## src/rtl/i2s_codec_if_if.sv

```systemverilog
// Core-side sample bus of the I2S codec interface: tx pair with ready/valid
// holding handshake, rx pair with a single-cycle valid strobe.
interface i2s_codec_if_if #(
    parameter int DATA_W = 16
);
    logic [DATA_W-1:0] tx_left;
    logic [DATA_W-1:0] tx_right;
    logic              tx_valid;
    logic              tx_ready;
    logic              tx_underrun;
    logic [DATA_W-1:0] rx_left;
    logic [DATA_W-1:0] rx_right;
    logic              rx_valid;

    modport master (
        output tx_left, tx_right, tx_valid,
        input  tx_ready, tx_underrun, rx_left, rx_right, rx_valid
    );

    modport slave (
        input  tx_left, tx_right, tx_valid,
        output tx_ready, tx_underrun, rx_left, rx_right, rx_valid
    );
endinterface

```

## src/rtl/i2s_codec_if.sv

```systemverilog
// I2S master: MCLK/SCLK/LRCLK generation, codec reset sequencing, stereo tx/rx.
// Define I2S_CODEC_IF_UNDERRUN_MUTE_EN to send 0/0 instead of repeating on underrun.
module i2s_codec_if #(
    parameter int DATA_W        = 16,
    parameter int BITS_PER_SLOT = 16,
    parameter int SCLK_HALF     = 16,
    parameter int MCLK_DIV_LOG2 = 2,
    parameter int RST_FRAMES    = 1
) (
    input  logic          clk,
    input  logic          rst_n,
    i2s_codec_if_if.slave core,
    input  logic          sd_from_codec,
    output logic          sd_to_codec,
    output logic          mclk,
    output logic          sclk,
    output logic          lrclk,
    output logic          codec_rst_n
);
    // state        | meaning
    // ST_CODEC_RST | codec held in reset, counting frame starts
    // ST_SETTLE    | codec released, first clean frame still being captured
    // ST_RUN       | received pairs are reported

    localparam int FRAME_BITS = 2 * BITS_PER_SLOT;
    localparam int P_W        = $clog2(2 * SCLK_HALF);
    localparam int K_W        = $clog2(FRAME_BITS);
    localparam int FC_W       = $clog2(RST_FRAMES + 1);

    localparam logic [P_W-1:0]  P_LAST  = P_W'(2 * SCLK_HALF - 1);
    localparam logic [P_W-1:0]  P_RISE  = P_W'(SCLK_HALF);
    localparam logic [P_W-1:0]  P_PRE   = P_W'(SCLK_HALF - 1);
    localparam logic [K_W-1:0]  K_LAST  = K_W'(FRAME_BITS - 1);
    localparam logic [K_W-1:0]  K_RIGHT = K_W'(BITS_PER_SLOT);
    localparam logic [FC_W-1:0] FC_LAST = FC_W'(RST_FRAMES - 1);

    typedef enum logic [1:0] {
        ST_CODEC_RST,
        ST_SETTLE,
        ST_RUN
    } state_t;

    state_t state, state_nxt;

    logic [P_W-1:0]           p, p_nxt;
    logic [K_W-1:0]           k, k_nxt;
    logic [MCLK_DIV_LOG2-1:0] mcnt;
    logic [FC_W-1:0]          fcnt;
    logic                     bit_end, frame_start, rx_sample;

    logic [DATA_W-1:0]     hold_l, hold_r, prev_l, prev_r, load_l, load_r;
    logic                  hold_empty, tx_hs, underrun_q, sd_q;
    logic [FRAME_BITS-1:0] tx_sr, load_frame;

    logic [FRAME_BITS-1:0] rx_sr;
    logic [DATA_W-1:0]     rx_l, rx_r;
    logic                  rx_done, rx_valid_q;

    assign bit_end     = (p == P_LAST);
    assign frame_start = bit_end && (k == K_LAST);
    assign rx_sample   = (p == P_PRE);

    always_comb begin
        p_nxt = p + P_W'(1);
        k_nxt = k;
        if (bit_end) begin
            p_nxt = '0;
            k_nxt = (k == K_LAST) ? '0 : k + K_W'(1);
        end
    end

    always_ff @(posedge clk or negedge rst_n) begin
        if (!rst_n) begin
            p     <= '0;
            k     <= '0;
            mcnt  <= '0;
            sclk  <= 1'b0;
            lrclk <= 1'b0;
        end else begin
            p     <= p_nxt;
            k     <= k_nxt;
            mcnt  <= mcnt + MCLK_DIV_LOG2'(1);
            sclk  <= (p_nxt >= P_RISE);
            lrclk <= (k_nxt >= K_RIGHT);
        end
    end

    assign mclk = mcnt[MCLK_DIV_LOG2-1];

    always_comb begin
        state_nxt = state;
        if (frame_start) begin
            case (state)
                ST_CODEC_RST: if (fcnt == FC_LAST) state_nxt = ST_SETTLE;
                ST_SETTLE:    state_nxt = ST_RUN;
                default:      state_nxt = ST_RUN;
            endcase
        end
    end

    always_ff @(posedge clk or negedge rst_n) begin
        if (!rst_n) begin
            state       <= ST_CODEC_RST;
            fcnt        <= '0;
            codec_rst_n <= 1'b0;
        end else begin
            state       <= state_nxt;
            codec_rst_n <= (state_nxt != ST_CODEC_RST);
            if (frame_start && state == ST_CODEC_RST) fcnt <= fcnt + FC_W'(1);
        end
    end

    assign tx_hs = core.tx_valid && hold_empty;

    always_comb begin
`ifdef I2S_CODEC_IF_UNDERRUN_MUTE_EN
        load_l = hold_empty ? '0 : hold_l;
        load_r = hold_empty ? '0 : hold_r;
`else
        load_l = hold_empty ? prev_l : hold_l;
        load_r = hold_empty ? prev_r : hold_r;
`endif
        load_frame = '0;
        load_frame[FRAME_BITS-1 -: DATA_W]    = load_l;
        load_frame[BITS_PER_SLOT-1 -: DATA_W] = load_r;
    end

    // Period 0 of a frame still carries the previous frame's right LSB.
    always_ff @(posedge clk or negedge rst_n) begin
        if (!rst_n) begin
            hold_l     <= '0;
            hold_r     <= '0;
            prev_l     <= '0;
            prev_r     <= '0;
            hold_empty <= 1'b1;
            tx_sr      <= '0;
            sd_q       <= 1'b0;
            underrun_q <= 1'b0;
        end else begin
            underrun_q <= 1'b0;
            if (frame_start) begin
                sd_q       <= tx_sr[FRAME_BITS-1];
                tx_sr      <= load_frame;
                prev_l     <= load_l;
                prev_r     <= load_r;
                underrun_q <= hold_empty;
            end else if (bit_end) begin
                sd_q  <= tx_sr[FRAME_BITS-1];
                tx_sr <= {tx_sr[FRAME_BITS-2:0], 1'b0};
            end
            if (frame_start && !hold_empty) begin
                hold_empty <= 1'b1;
            end else if (tx_hs) begin
                hold_l     <= core.tx_left;
                hold_r     <= core.tx_right;
                hold_empty <= 1'b0;
            end
        end
    end

    always_ff @(posedge clk or negedge rst_n) begin
        if (!rst_n) begin
            rx_sr      <= '0;
            rx_done    <= 1'b0;
            rx_l       <= '0;
            rx_r       <= '0;
            rx_valid_q <= 1'b0;
        end else begin
            rx_done    <= 1'b0;
            rx_valid_q <= 1'b0;
            if (rx_sample) begin
                rx_sr   <= {rx_sr[FRAME_BITS-2:0], sd_from_codec};
                rx_done <= (k == '0);
            end
            if (rx_done && state == ST_RUN) begin
                rx_l       <= rx_sr[FRAME_BITS-1 -: DATA_W];
                rx_r       <= rx_sr[BITS_PER_SLOT-1 -: DATA_W];
                rx_valid_q <= 1'b1;
            end
        end
    end

    assign sd_to_codec      = sd_q;
    assign core.tx_ready    = hold_empty;
    assign core.tx_underrun = underrun_q;
    assign core.rx_left     = rx_l;
    assign core.rx_right    = rx_r;
    assign core.rx_valid    = rx_valid_q;
endmodule

```

## src/flat_wrapper.sv

```systemverilog
// flat-port wrapper written by rule: the top's interface ports become plain ports
module i2s_codec_if_flat 
#(
    parameter int DATA_W        = 16,
    parameter int BITS_PER_SLOT = 16,
    parameter int SCLK_HALF     = 16,
    parameter int MCLK_DIV_LOG2 = 2,
    parameter int RST_FRAMES    = 1
)
  (clk, rst_n, sd_from_codec, sd_to_codec, mclk, sclk, lrclk, codec_rst_n, core_tx_left, core_tx_right, core_tx_valid, core_tx_ready, core_tx_underrun, core_rx_left, core_rx_right, core_rx_valid);
  i2s_codec_if_if #(.DATA_W(DATA_W)) core_i ();
  input  logic clk;
  input  logic rst_n;
  input  logic sd_from_codec;
  output logic sd_to_codec;
  output logic mclk;
  output logic sclk;
  output logic lrclk;
  output logic codec_rst_n;
  input wire logic [$bits(core_i.tx_left)-1:0] core_tx_left;
  input wire logic [$bits(core_i.tx_right)-1:0] core_tx_right;
  input wire logic [$bits(core_i.tx_valid)-1:0] core_tx_valid;
  output wire logic [$bits(core_i.tx_ready)-1:0] core_tx_ready;
  output wire logic [$bits(core_i.tx_underrun)-1:0] core_tx_underrun;
  output wire logic [$bits(core_i.rx_left)-1:0] core_rx_left;
  output wire logic [$bits(core_i.rx_right)-1:0] core_rx_right;
  output wire logic [$bits(core_i.rx_valid)-1:0] core_rx_valid;
  assign core_i.tx_left = core_tx_left;
  assign core_i.tx_right = core_tx_right;
  assign core_i.tx_valid = core_tx_valid;
  assign core_tx_ready = core_i.tx_ready;
  assign core_tx_underrun = core_i.tx_underrun;
  assign core_rx_left = core_i.rx_left;
  assign core_rx_right = core_i.rx_right;
  assign core_rx_valid = core_i.rx_valid;
  i2s_codec_if #(.DATA_W(DATA_W), .BITS_PER_SLOT(BITS_PER_SLOT), .SCLK_HALF(SCLK_HALF), .MCLK_DIV_LOG2(MCLK_DIV_LOG2), .RST_FRAMES(RST_FRAMES)) u_core (.clk(clk), .rst_n(rst_n), .core(core_i), .sd_from_codec(sd_from_codec), .sd_to_codec(sd_to_codec), .mclk(mclk), .sclk(sclk), .lrclk(lrclk), .codec_rst_n(codec_rst_n));
endmodule
```

## config.mk

```make
export PLATFORM = sky130hd
export DESIGN_NAME = i2s_codec_if_flat
export DESIGN_NICKNAME = d
export VERILOG_FILES = /design/src/rtl/i2s_codec_if_if.sv /design/src/rtl/i2s_codec_if.sv /design/src/flat_wrapper.sv
export SDC_FILE = /design/constraint.sdc
export NUM_CORES = 1
export LEC_CHECK = 0
export CORE_ASPECT_RATIO = 0.6
export CORE_MARGIN = 4
export CORE_UTILIZATION = 45
export CTS_CLUSTER_SIZE = 25
export DETAILED_ROUTE_END_ITERATION = 12
export PLACE_DENSITY = 0.72
export SETUP_SLACK_MARGIN = 0.05
export SYNTH_ARGS = -nofsm -noshare
export SYNTH_HDL_FRONTEND = slang
export SYNTH_SLANG_ARGS = --single-unit
```

## constraint.sdc

```tcl
create_clock -name clk -period 2.4 [get_ports clk]
set_input_delay 0.36 -clock clk [delete_from_list [all_inputs] [get_ports clk]]
set_output_delay 0.36 -clock clk [all_outputs]
set_load 0.005 [all_outputs]
```

==> images/power_grid.png <==
Pins as bars on the die edge. Tap cells in grey.
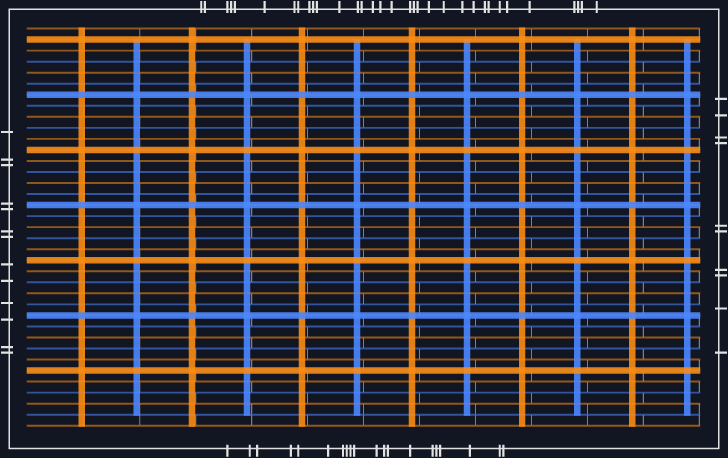
legend:
  orange:
    net: VSS
  blue:
    net: VDD
met5 straps: 7
met4 straps: 12
rows: 36
chip width: 175 um
core footprint: 16300 sq um
maximum VDD drop: 403 uV
die height: 108 um

==> images/placement.png <==
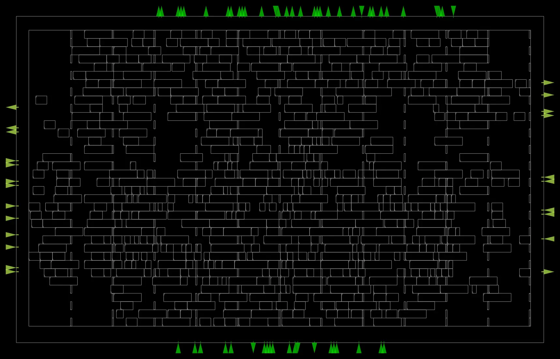
Layout Utilization: 0.560
flip-flops: 181

==> images/placement_by_type.png <==
Bar = 50 um. Fill, decap, tap and diode cells in grey.
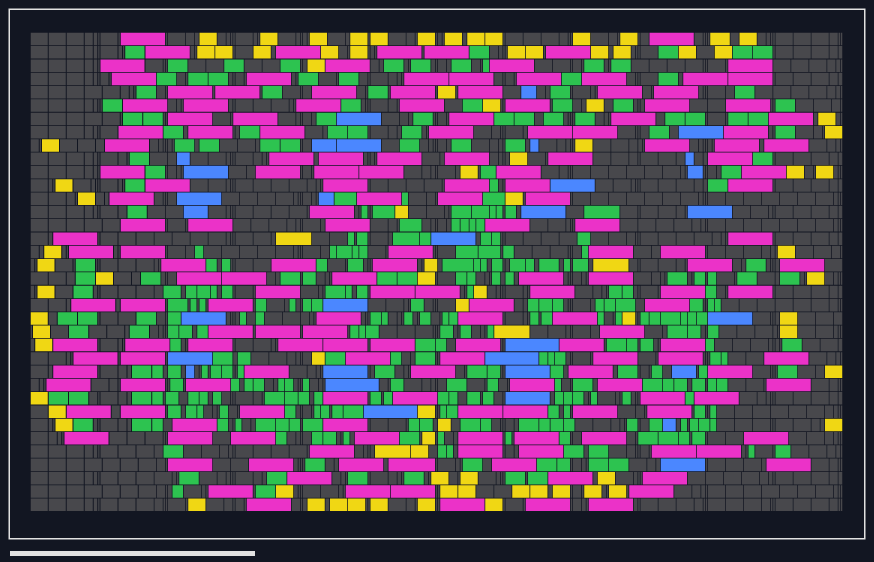
legend:
  yellow:
    class: other buffers and delay cells
    cells: 88
    share_of_their_area: 10%
  magenta:
    class: flops
    cells: 181
    share_of_their_area: 51%
  blue:
    class: clock drivers and dummy loads
    cells: 32
    share_of_their_area: 7.3%
  green:
    class: combinational and other logic
    cells: 341
    share_of_their_area: 31%
sequential share of cell area: 0.498
Final Cell Area: 9100 sq um
Rows: 36

==> images/clk_routes.png <==
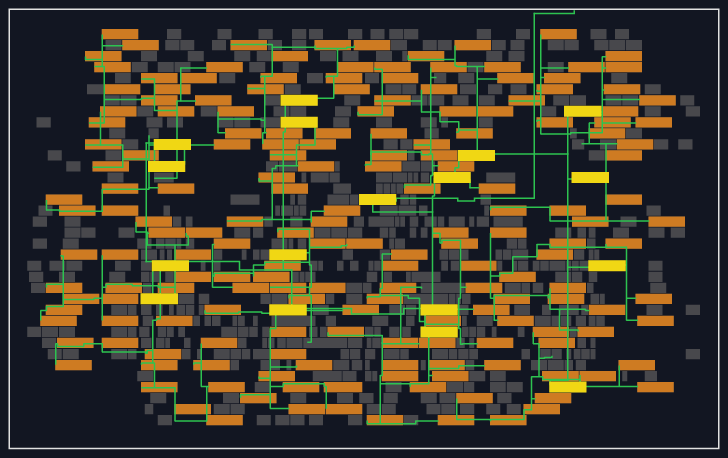
legend:
  yellow:
    item: clock drivers
    count: 17
  orange:
    item: flip-flops
    count: 181
  green:
    item: clock wires
    length: 2100 um
routed clock nets: 18
flops lie: widely spread
Clock Power Share: 0.468
Layout Skew: 0.0118 ns

-- worst paths after layout --
kind	start	to	cells past startpoint
max in group asynchronous	rst_n	u_core.prev_r[4]	3
max	flip-flop	u_core.prev_l[1]	5
min in group asynchronous	rst_n	u_core.core.rx_right[8]	2
max reg2reg	flip-flop	u_core.prev_l[1]	5
min reg2reg	u_core.mcnt[0]	u_core.mcnt[0]	1
min	u_core.mcnt[0]	u_core.mcnt[0]	1
-- power groups by stage --
stage                     Combinational, mW  Clock, mW  Sequential, mW
after floorplan                      0.0982          0            3.20
after global placement                0.228          0            3.22
after detailed placement              0.239          0            3.22
after CTS                             0.240       3.05            3.16
after global routing                  0.266       3.20            3.17
final                                 0.232       2.99            3.16
==> run summary <==
met3 WL -> 382 um
Compound Share, Synth -> 0.0860
CP top delay family -> simple AND/OR/NAND/NOR gates
Tcrit/Tclk final -> 0.914
largest net degree at the start of global routing -> 68
sequential share of power -> 0.496
Area leader share -> 0.601
gr busiest metal -> met2
Setup Crit Path Kind -> flip-flop to flip-flop
Inverters -> 40
clock buffer count -> 20
setup slack at placement -> 0.245 ns
full die area -> 18800 sq um
CP Launch Type -> flip-flop
Synth Warn # -> 0
Post-Layout Cell Count -> 870
CTS sink cnt -> 181
Setup crit end kind -> flip-flop
logic share of the area -> 0.285
Top Registers -> u_core.rx_sr (32), u_core.tx_sr (32)
area post-placement -> 8450 sq um
sequential cell area -> 4530 sq um
Fmax -> 0.456 GHz
Post-DRT Antenna Nets -> 0
IO buf count -> 75
post-DP HPWL -> 8.92 mm
most used cell, CP -> ha_1
post-synth cell types -> 30
Pre-antenna DRT Iters -> 4
area leader, netlist -> dfrtp_1
switching share of power -> 0.205
Simple Share, Synth -> 0.0463
fill count -> 1317
met2 WL -> 6.56 mm
count of boundary I/O pins -> 76
CP Max Fanout -> 33
Slew @ Worst Pin -> 0.571 ns
FP Util -> 0.461
Combinational Area -> 2590 sq um
remaining global-route overflow -> 0
run status -> finished, final reports clean
Tapcell Cnt -> 228
area delta synth->final -> 21.5%
final WL -> 13.7 mm
number of global-route vias before repair -> 4702
Multi-In Gates -> 301
Top logic family -> multiplexers
No activity file was given, so power comes from the tool's default toggle rates.
